**src/rtl/fir_pkg.sv**
```systemverilog
// rtl/fir_pkg.sv - shared types, default widths and helpers for the FIR MAC block
package fir_pkg;

  typedef enum logic [2:0] {
    ST_IDLE,
    ST_LOAD,
    ST_SHIFT,
    ST_MAC,
    ST_OUT,
    ST_ERR
  } fir_state_t;

  localparam int DEF_NUM_TAPS = 4;
  localparam int DEF_DATA_W   = 16;
  localparam int DEF_COEF_W   = 16;
  localparam int DEF_ACC_W    = 36;
  localparam int DEF_OUT_W    = 16;

  // Bits needed to count v distinct values; never less than one.
  function automatic int clog2(input int v);
    int r;
    r = 1;
    for (int i = 1; i < 31; i++) begin
      if ((1 << i) < v) r = i + 1;
    end
    return r;
  endfunction

  function automatic longint sat_max(input int w);
    return (longint'(1) << w) - 1;
  endfunction

  localparam longint SAT_MAX = sat_max(DEF_OUT_W);

endpackage

```
**src/rtl/fir_filter_mac_if.sv**
```systemverilog
// rtl/fir_filter_mac_if.sv - sample/coefficient inputs and result outputs of the FIR block
interface fir_filter_mac_if
  import fir_pkg::*;
#(
  parameter int DATA_W = DEF_DATA_W,
  parameter int COEF_W = DEF_COEF_W,
  parameter int OUT_W  = DEF_OUT_W
);
  logic [DATA_W-1:0] sample_data;
  logic [COEF_W-1:0] fir_coefficient;
  logic              data_ready;
  logic              load_coeff;
  logic              modwait;
  logic [OUT_W-1:0]  fir_out;
  logic              fir_valid;
  logic              block_done;
  logic              err;

  modport master (
    output sample_data, fir_coefficient, data_ready, load_coeff,
    input  modwait, fir_out, fir_valid, block_done, err
  );

  modport slave (
    input  sample_data, fir_coefficient, data_ready, load_coeff,
    output modwait, fir_out, fir_valid, block_done, err
  );
endinterface

```
**src/rtl/fir_mac_dp.sv**
```systemverilog
// rtl/fir_mac_dp.sv - coefficient regs, delay line, accumulator and saturating magnitude
module fir_mac_dp
  import fir_pkg::*;
#(
  parameter int NUM_TAPS  = DEF_NUM_TAPS,
  parameter int DATA_W    = DEF_DATA_W,
  parameter int COEF_W    = DEF_COEF_W,
  parameter int ACC_W     = DEF_ACC_W,
  parameter int OUT_W     = DEF_OUT_W,
  parameter int OUT_SHIFT = 15,
  parameter int TAP_W     = clog2(NUM_TAPS)
) (
  input  logic              clk,
  input  logic              reset,
  input  logic              shift,
  input  logic              clear,
  input  logic              mac_en,
  input  logic              load,
  input  logic              out_load,
  input  logic [TAP_W-1:0]  tap,
  input  logic [TAP_W-1:0]  cidx,
  input  logic [DATA_W-1:0] sample_data,
  input  logic [COEF_W-1:0] coef_in,
  output logic              ovf,
  output logic [OUT_W-1:0]  fir_out
);
  localparam int PROD_W = DATA_W + COEF_W;
  localparam logic [ACC_W-1:0] SAT = ACC_W'(sat_max(OUT_W));

  logic signed [COEF_W-1:0] coef [NUM_TAPS];
  logic signed [DATA_W-1:0] dly  [NUM_TAPS];
  logic signed [PROD_W-1:0] prod;
  logic signed [ACC_W-1:0]  acc, acc_next, prod_ext, shifted;
  logic        [ACC_W-1:0]  mag;
  logic        [OUT_W-1:0]  sat_out;

  // The result is taken from acc_next so fir_out is ready in the same cycle fir_valid rises.
  always_comb begin
    prod     = PROD_W'(dly[tap]) * PROD_W'(coef[tap]);
    prod_ext = {{(ACC_W-PROD_W){prod[PROD_W-1]}}, prod};
    acc_next = acc + prod_ext;
    ovf      = mac_en && (acc[ACC_W-1] == prod_ext[ACC_W-1])
                      && (acc_next[ACC_W-1] != acc[ACC_W-1]);
    shifted  = acc_next >>> OUT_SHIFT;
    mag      = shifted[ACC_W-1] ? -shifted : shifted;
    sat_out  = (mag > SAT) ? '1 : mag[OUT_W-1:0];
  end

  always_ff @(posedge clk or posedge reset) begin
    if (reset) begin
      for (int i = 0; i < NUM_TAPS; i++) begin
        coef[i] <= '0;
        dly[i]  <= '0;
      end
      acc     <= '0;
      fir_out <= '0;
    end else begin
      if (load) coef[cidx] <= coef_in;
      if (shift) begin
        dly[0] <= sample_data;
        for (int i = 1; i < NUM_TAPS; i++) dly[i] <= dly[i-1];
      end
      if (clear)       acc <= '0;
      else if (mac_en) acc <= acc_next;
      if (out_load) fir_out <= sat_out;
    end
  end

endmodule

```
**src/rtl/fir_filter_mac.sv**
```systemverilog
// rtl/fir_filter_mac.sv - FIR top: strobe sync/edge detect, sequencing FSM, block counter, error flag
module fir_filter_mac
  import fir_pkg::*;
#(
  parameter int NUM_TAPS  = DEF_NUM_TAPS,
  parameter int DATA_W    = DEF_DATA_W,
  parameter int COEF_W    = DEF_COEF_W,
  parameter int ACC_W     = DEF_ACC_W,
  parameter int OUT_W     = DEF_OUT_W,
  parameter int OUT_SHIFT = 15,
  parameter int BLOCK_LEN = 1000,
  parameter int SYNC_IN   = 1
) (
  input logic             clk,
  input logic             reset,
  fir_filter_mac_if.slave bus
);
  localparam int TAP_W = clog2(NUM_TAPS);
  localparam int CNT_W = clog2(BLOCK_LEN);
  localparam logic [TAP_W-1:0] LAST_TAP = TAP_W'(NUM_TAPS - 1);
  localparam logic [CNT_W-1:0] LAST_CNT = CNT_W'(BLOCK_LEN - 1);

  fir_state_t state, state_nxt;
  logic dr_s, lc_s, dr_q, lc_q, dr_edge, lc_edge;
  logic [TAP_W-1:0] tap, cidx;
  logic [CNT_W-1:0] cnt;
  logic coef_ok, err_q, err_set, ovf;
  logic busy, do_load, do_shift, do_mac, do_out_load, valid;

  generate
    if (SYNC_IN != 0) begin : g_sync
      logic [1:0] dr_ff, lc_ff;
      always_ff @(posedge clk or posedge reset) begin
        if (reset) begin
          dr_ff <= '0;
          lc_ff <= '0;
        end else begin
          dr_ff <= {dr_ff[0], bus.data_ready};
          lc_ff <= {lc_ff[0], bus.load_coeff};
        end
      end
      assign dr_s = dr_ff[1];
      assign lc_s = lc_ff[1];
    end else begin : g_nosync
      assign dr_s = bus.data_ready;
      assign lc_s = bus.load_coeff;
    end
  endgenerate

  assign dr_edge = dr_s & ~dr_q;
  assign lc_edge = lc_s & ~lc_q;

  always_ff @(posedge clk or posedge reset) begin
    if (reset) state <= ST_IDLE;
    else       state <= state_nxt;
  end

  always_comb begin
    state_nxt = state;
    case (state)
      ST_IDLE: begin
        if (lc_edge)      state_nxt = ST_LOAD;
        else if (dr_edge) state_nxt = coef_ok ? ST_SHIFT : ST_ERR;
      end
      ST_LOAD:  state_nxt = ST_IDLE;
      ST_SHIFT: state_nxt = ST_MAC;
      ST_MAC: begin
        if (ovf)                  state_nxt = ST_ERR;
        else if (tap == LAST_TAP) state_nxt = ST_OUT;
      end
      ST_OUT:  state_nxt = ST_IDLE;
      ST_ERR:  state_nxt = ST_IDLE;
      default: state_nxt = ST_IDLE;
    endcase
  end

  always_comb begin
    busy           = (state != ST_IDLE);
    do_load        = (state == ST_LOAD);
    do_shift       = (state == ST_SHIFT);
    do_mac         = (state == ST_MAC);
    valid          = (state == ST_OUT);
    do_out_load    = do_mac && (tap == LAST_TAP) && !ovf;
    bus.modwait    = busy;
    bus.fir_valid  = valid;
    bus.block_done = valid && (cnt == LAST_CNT);
    bus.err        = err_q;
  end

  // Any strobe edge that is not accepted (busy, or losing the IDLE tie to load_coeff) is an error.
  assign err_set = (state == ST_ERR) || (busy && (dr_edge || lc_edge))
                || ((state == ST_IDLE) && dr_edge && lc_edge);

  always_ff @(posedge clk or posedge reset) begin
    if (reset) begin
      dr_q    <= 1'b0;
      lc_q    <= 1'b0;
      tap     <= '0;
      cidx    <= '0;
      cnt     <= '0;
      coef_ok <= 1'b0;
      err_q   <= 1'b0;
    end else begin
      dr_q <= dr_s;
      lc_q <= lc_s;
      if (do_shift)    tap <= '0;
      else if (do_mac) tap <= tap + 1'b1;
      if (do_load) begin
        cidx <= (cidx == LAST_TAP) ? '0 : cidx + 1'b1;
        if (cidx == LAST_TAP) coef_ok <= 1'b1;
      end
      if (valid) cnt <= (cnt == LAST_CNT) ? '0 : cnt + 1'b1;
      if (err_set)    err_q <= 1'b1;
      else if (valid) err_q <= 1'b0;
    end
  end

  fir_mac_dp #(
    .NUM_TAPS (NUM_TAPS),
    .DATA_W   (DATA_W),
    .COEF_W   (COEF_W),
    .ACC_W    (ACC_W),
    .OUT_W    (OUT_W),
    .OUT_SHIFT(OUT_SHIFT),
    .TAP_W    (TAP_W)
  ) u_dp (
    .clk        (clk),
    .reset      (reset),
    .shift      (do_shift),
    .clear      (do_shift),
    .mac_en     (do_mac),
    .load       (do_load),
    .out_load   (do_out_load),
    .tap        (tap),
    .cidx       (cidx),
    .sample_data(bus.sample_data),
    .coef_in    (bus.fir_coefficient),
    .ovf        (ovf),
    .fir_out    (bus.fir_out)
  );

endmodule
```
**src/flat_wrapper.sv**
```systemverilog
// flat-port wrapper written by rule: the top's interface ports become plain ports
module fir_filter_mac_flat import fir_pkg::*;
#(
  parameter int NUM_TAPS  = DEF_NUM_TAPS,
  parameter int DATA_W    = DEF_DATA_W,
  parameter int COEF_W    = DEF_COEF_W,
  parameter int ACC_W     = DEF_ACC_W,
  parameter int OUT_W     = DEF_OUT_W,
  parameter int OUT_SHIFT = 15,
  parameter int BLOCK_LEN = 1000,
  parameter int SYNC_IN   = 1
)
  (clk, reset, bus_sample_data, bus_fir_coefficient, bus_data_ready, bus_load_coeff, bus_modwait, bus_fir_out, bus_fir_valid, bus_block_done, bus_err);
  fir_filter_mac_if #(.DATA_W(DATA_W), .COEF_W(COEF_W), .OUT_W(OUT_W)) bus_i ();
  input logic clk;
  input logic reset;
  input wire logic [$bits(bus_i.sample_data)-1:0] bus_sample_data;
  input wire logic [$bits(bus_i.fir_coefficient)-1:0] bus_fir_coefficient;
  input wire logic [$bits(bus_i.data_ready)-1:0] bus_data_ready;
  input wire logic [$bits(bus_i.load_coeff)-1:0] bus_load_coeff;
  output wire logic [$bits(bus_i.modwait)-1:0] bus_modwait;
  output wire logic [$bits(bus_i.fir_out)-1:0] bus_fir_out;
  output wire logic [$bits(bus_i.fir_valid)-1:0] bus_fir_valid;
  output wire logic [$bits(bus_i.block_done)-1:0] bus_block_done;
  output wire logic [$bits(bus_i.err)-1:0] bus_err;
  assign bus_i.sample_data = bus_sample_data;
  assign bus_i.fir_coefficient = bus_fir_coefficient;
  assign bus_i.data_ready = bus_data_ready;
  assign bus_i.load_coeff = bus_load_coeff;
  assign bus_modwait = bus_i.modwait;
  assign bus_fir_out = bus_i.fir_out;
  assign bus_fir_valid = bus_i.fir_valid;
  assign bus_block_done = bus_i.block_done;
  assign bus_err = bus_i.err;
  fir_filter_mac #(.NUM_TAPS(NUM_TAPS), .DATA_W(DATA_W), .COEF_W(COEF_W), .ACC_W(ACC_W), .OUT_W(OUT_W), .OUT_SHIFT(OUT_SHIFT), .BLOCK_LEN(BLOCK_LEN), .SYNC_IN(SYNC_IN)) u_core (.clk(clk), .reset(reset), .bus(bus_i));
endmodule
```
**config.mk**
```make
export PLATFORM = sky130hd
export DESIGN_NAME = fir_filter_mac_flat
export DESIGN_NICKNAME = d
export VERILOG_FILES = /design/src/rtl/fir_pkg.sv /design/src/rtl/fir_filter_mac_if.sv /design/src/rtl/fir_mac_dp.sv /design/src/rtl/fir_filter_mac.sv /design/src/flat_wrapper.sv
export SDC_FILE = /design/constraint.sdc
export NUM_CORES = 1
export LEC_CHECK = 0
export CAP_MARGIN = 20
export CELL_PAD_IN_SITES_DETAIL_PLACEMENT = 1
export CELL_PAD_IN_SITES_GLOBAL_PLACEMENT = 1
export CORE_MARGIN = 2
export CORE_UTILIZATION = 40
export CTS_CLUSTER_DIAMETER = 80
export DETAILED_ROUTE_END_ITERATION = 10
export MAX_ROUTING_LAYER = met4
export PLACE_DENSITY_LB_ADDON = 0.2
export SLEW_MARGIN = 5
export SYNTH_ARGS = -nofsm -noshare
export SYNTH_HDL_FRONTEND = slang
export SYNTH_SLANG_ARGS = --single-unit
export TNS_END_PERCENT = 20
```
**constraint.sdc**
```tcl
create_clock -name clk -period 33.4 [get_ports clk]
set_clock_uncertainty 0.1 [all_clocks]
set_input_delay 6.68 -clock clk [delete_from_list [all_inputs] [get_ports clk]]
set_output_delay 6.68 -clock clk [all_outputs]
set_load 0.1 [all_outputs]
```
### Where the registers sit

The bar under the picture is 50 microns long. Other sequential cells in the stronger grey, the rest of the logic in the fainter grey.
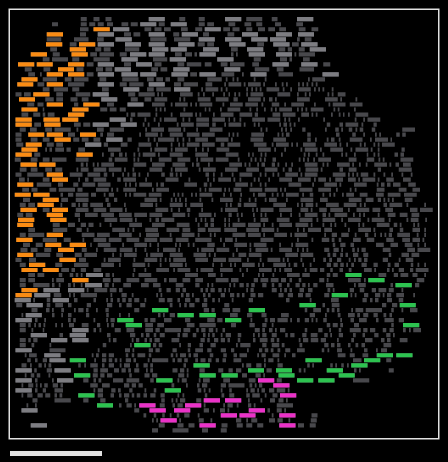
Key: green = u_core.u_dp.acc [placed flops 36, where a band across the bottom]; magenta = u_core.u_dp.fir_out [placed flops 16, where bottom middle]; orange = u_core.u_dp.coef [placed flops 64]

### Pin placement

Pins as bars across the die edge, other pins in grey.
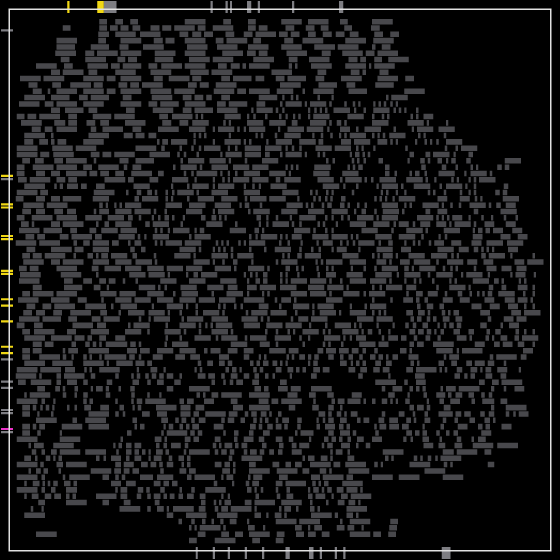
Key: magenta = bus_block_done [pins 1, direction output, edge left]; yellow = bus_fir_coefficient [pins 16, direction input, edge 12 left, 4 top]

==> run summary <==
Notes on the physical implementation.

- Setup repair after global routing left no endpoint under its margin.
- Yosys attributes the largest share of cell area to sky130_fd_sc_hd__fa_1 25%, sky130_fd_sc_hd__dfrtp_1 25%, sky130_fd_sc_hd__ha_1 7.5%.
- The per-instance average area after synthesis is 10.0 sq um, for reference.
- The post-synthesis to final-layout area growth is 9.95%, for reference.
- The initial core utilization is 40.5%, for reference.
- In this run the most critical hold path is launched from u_core.g_sync.lc_ff[0].
- The H-tree level count is 1, for reference.
- Logic depth along the worst register-to-register path is recorded as 36.
- Pins over their slew limit in the final report were tallied at 0.
- The relative area of clock buffers and inverters in the final design is 3.71%, for reference.
- The number of cells produced by synthesis is 2,072, for reference.
- The count of standard-cell rows is 83, for reference.
- The number of hold violations in the final report is 0, for reference.
- For this run, combinational gates with multiple inputs come to 1,455.
- In the final layout, the clock buffer count is 37.
- The predominant post-synthesis flop cell is sky130_fd_sc_hd__dfrtp_1, for reference.
- STA reports the tightest min-delay check as being of type register to register.
- After floorplanning, the core was sized to cover 51,400 sq um.
- The clock passes through at most 3 buffers.
- In the synthesized netlist, the dominant kind of combinational cell is adder cells.
- Once placement finished, the instance area stood at 22,000 sq um.
- The area of all placed cells without fillers is 22,900 sq um, for reference.
- STA on the placed design reports a worst setup slack of 21,040 ps.
- The count of cells resized by post-cts repair is 0, for reference.
- The sequential portion of the cell area is 22.4%, for reference.
- The share of the synthesized area in the top cell type is 25.3%, for reference.
- Pin placement for this block handled 56 I/O pins.
- Counting the inverters off the clock network in the layout gives 336.
- The flow ran to the end, and the final reports show no timing, DRC or antenna violations.
- The number of signal-net buffers in the layout is 66, for reference.
- The clock edge transition at the registers on the reported setup and hold paths is 60 ps, for reference.
- Nets still carrying antenna violations after routing amount to 0.
- The peak per-stage delay on the critical path is 770 ps, for reference.
- The setup check on the worst reg-to-reg path leaves a slack of 21,130 ps.
- The final timing report counts setup violations totalling 0.
- Per the GRT log, the top usage layer is met2.
- The most prevalent standard cell on the critical path is sky130_fd_sc_hd__fa_1, for reference.
- The startpoint type of the worst setup path is a register, for reference.
- In the hold report, the worst path ends at u_core.g_sync.lc_ff[1].
- The via density per instance is 5.27, for reference.
- The first routing iteration left 613 violations.
- The clock root buffer is sky130_fd_sc_hd__clkbuf_16, for reference.
- Hold analysis shows the worst path with a depth of 0.
- The share of the clock period used by the worst path after layout is 36.7%, for reference.
## layout by cell type (no fill, tap or decap), types with 16 or more instances in the layout
| cell | n |
|---|---|
| sky130_fd_sc_hd__nand2_1 | 195 |
| sky130_fd_sc_hd__mux2_2 | 137 |
| sky130_fd_sc_hd__nor2b_1 | 20 |
| sky130_fd_sc_hd__o21a_1 | 22 |
| sky130_fd_sc_hd__a21o_1 | 21 |
| sky130_fd_sc_hd__xnor2_1 | 65 |
| sky130_fd_sc_hd__clkbuf_16 | 27 |
| sky130_fd_sc_hd__inv_1 | 333 |
| sky130_fd_sc_hd__and2_1 | 62 |
| sky130_fd_sc_hd__clkdlybuf4s50_1 | 55 |
| sky130_fd_sc_hd__dfrtp_1 | 203 |
| sky130_fd_sc_hd__a21oi_1 | 69 |
| sky130_fd_sc_hd__a22o_1 | 16 |
| sky130_fd_sc_hd__fa_1 | 263 |
| sky130_fd_sc_hd__ha_1 | 125 |
| sky130_fd_sc_hd__o21ai_0 | 54 |
| sky130_fd_sc_hd__mux4_2 | 25 |
| sky130_fd_sc_hd__nor2_1 | 147 |
| sky130_fd_sc_hd__xor2_1 | 19 |
| sky130_fd_sc_hd__nand2b_1 | 18 |
| sky130_fd_sc_hd__nor3_1 | 21 |
## registers in the layout, summed over array words and instances, names as in the netlist, 3 cells and up
signal and flops:
u_core.u_dp.coef 64, u_core.u_dp.dly 64, u_core.u_dp.acc 36, u_core.u_dp.fir_out 16, u_core.cnt 10, u_core.state 3
## routing by layer
layer / up-vias / part of all wire, %
met1: 7670 / 46
met5: - / 0
met2: 199 / 49
met3: 72 / 2.4
li1: 6756 / -
met4: 0 / 2.4
## per-stage QoR
step	util [%]	std cells
after global routing	44.5	2789
after floorplan	-	2072
final	44.5	2789
after CTS	44.5	2788
after detailed placement	42.8	2741
after global placement	42.8	2740
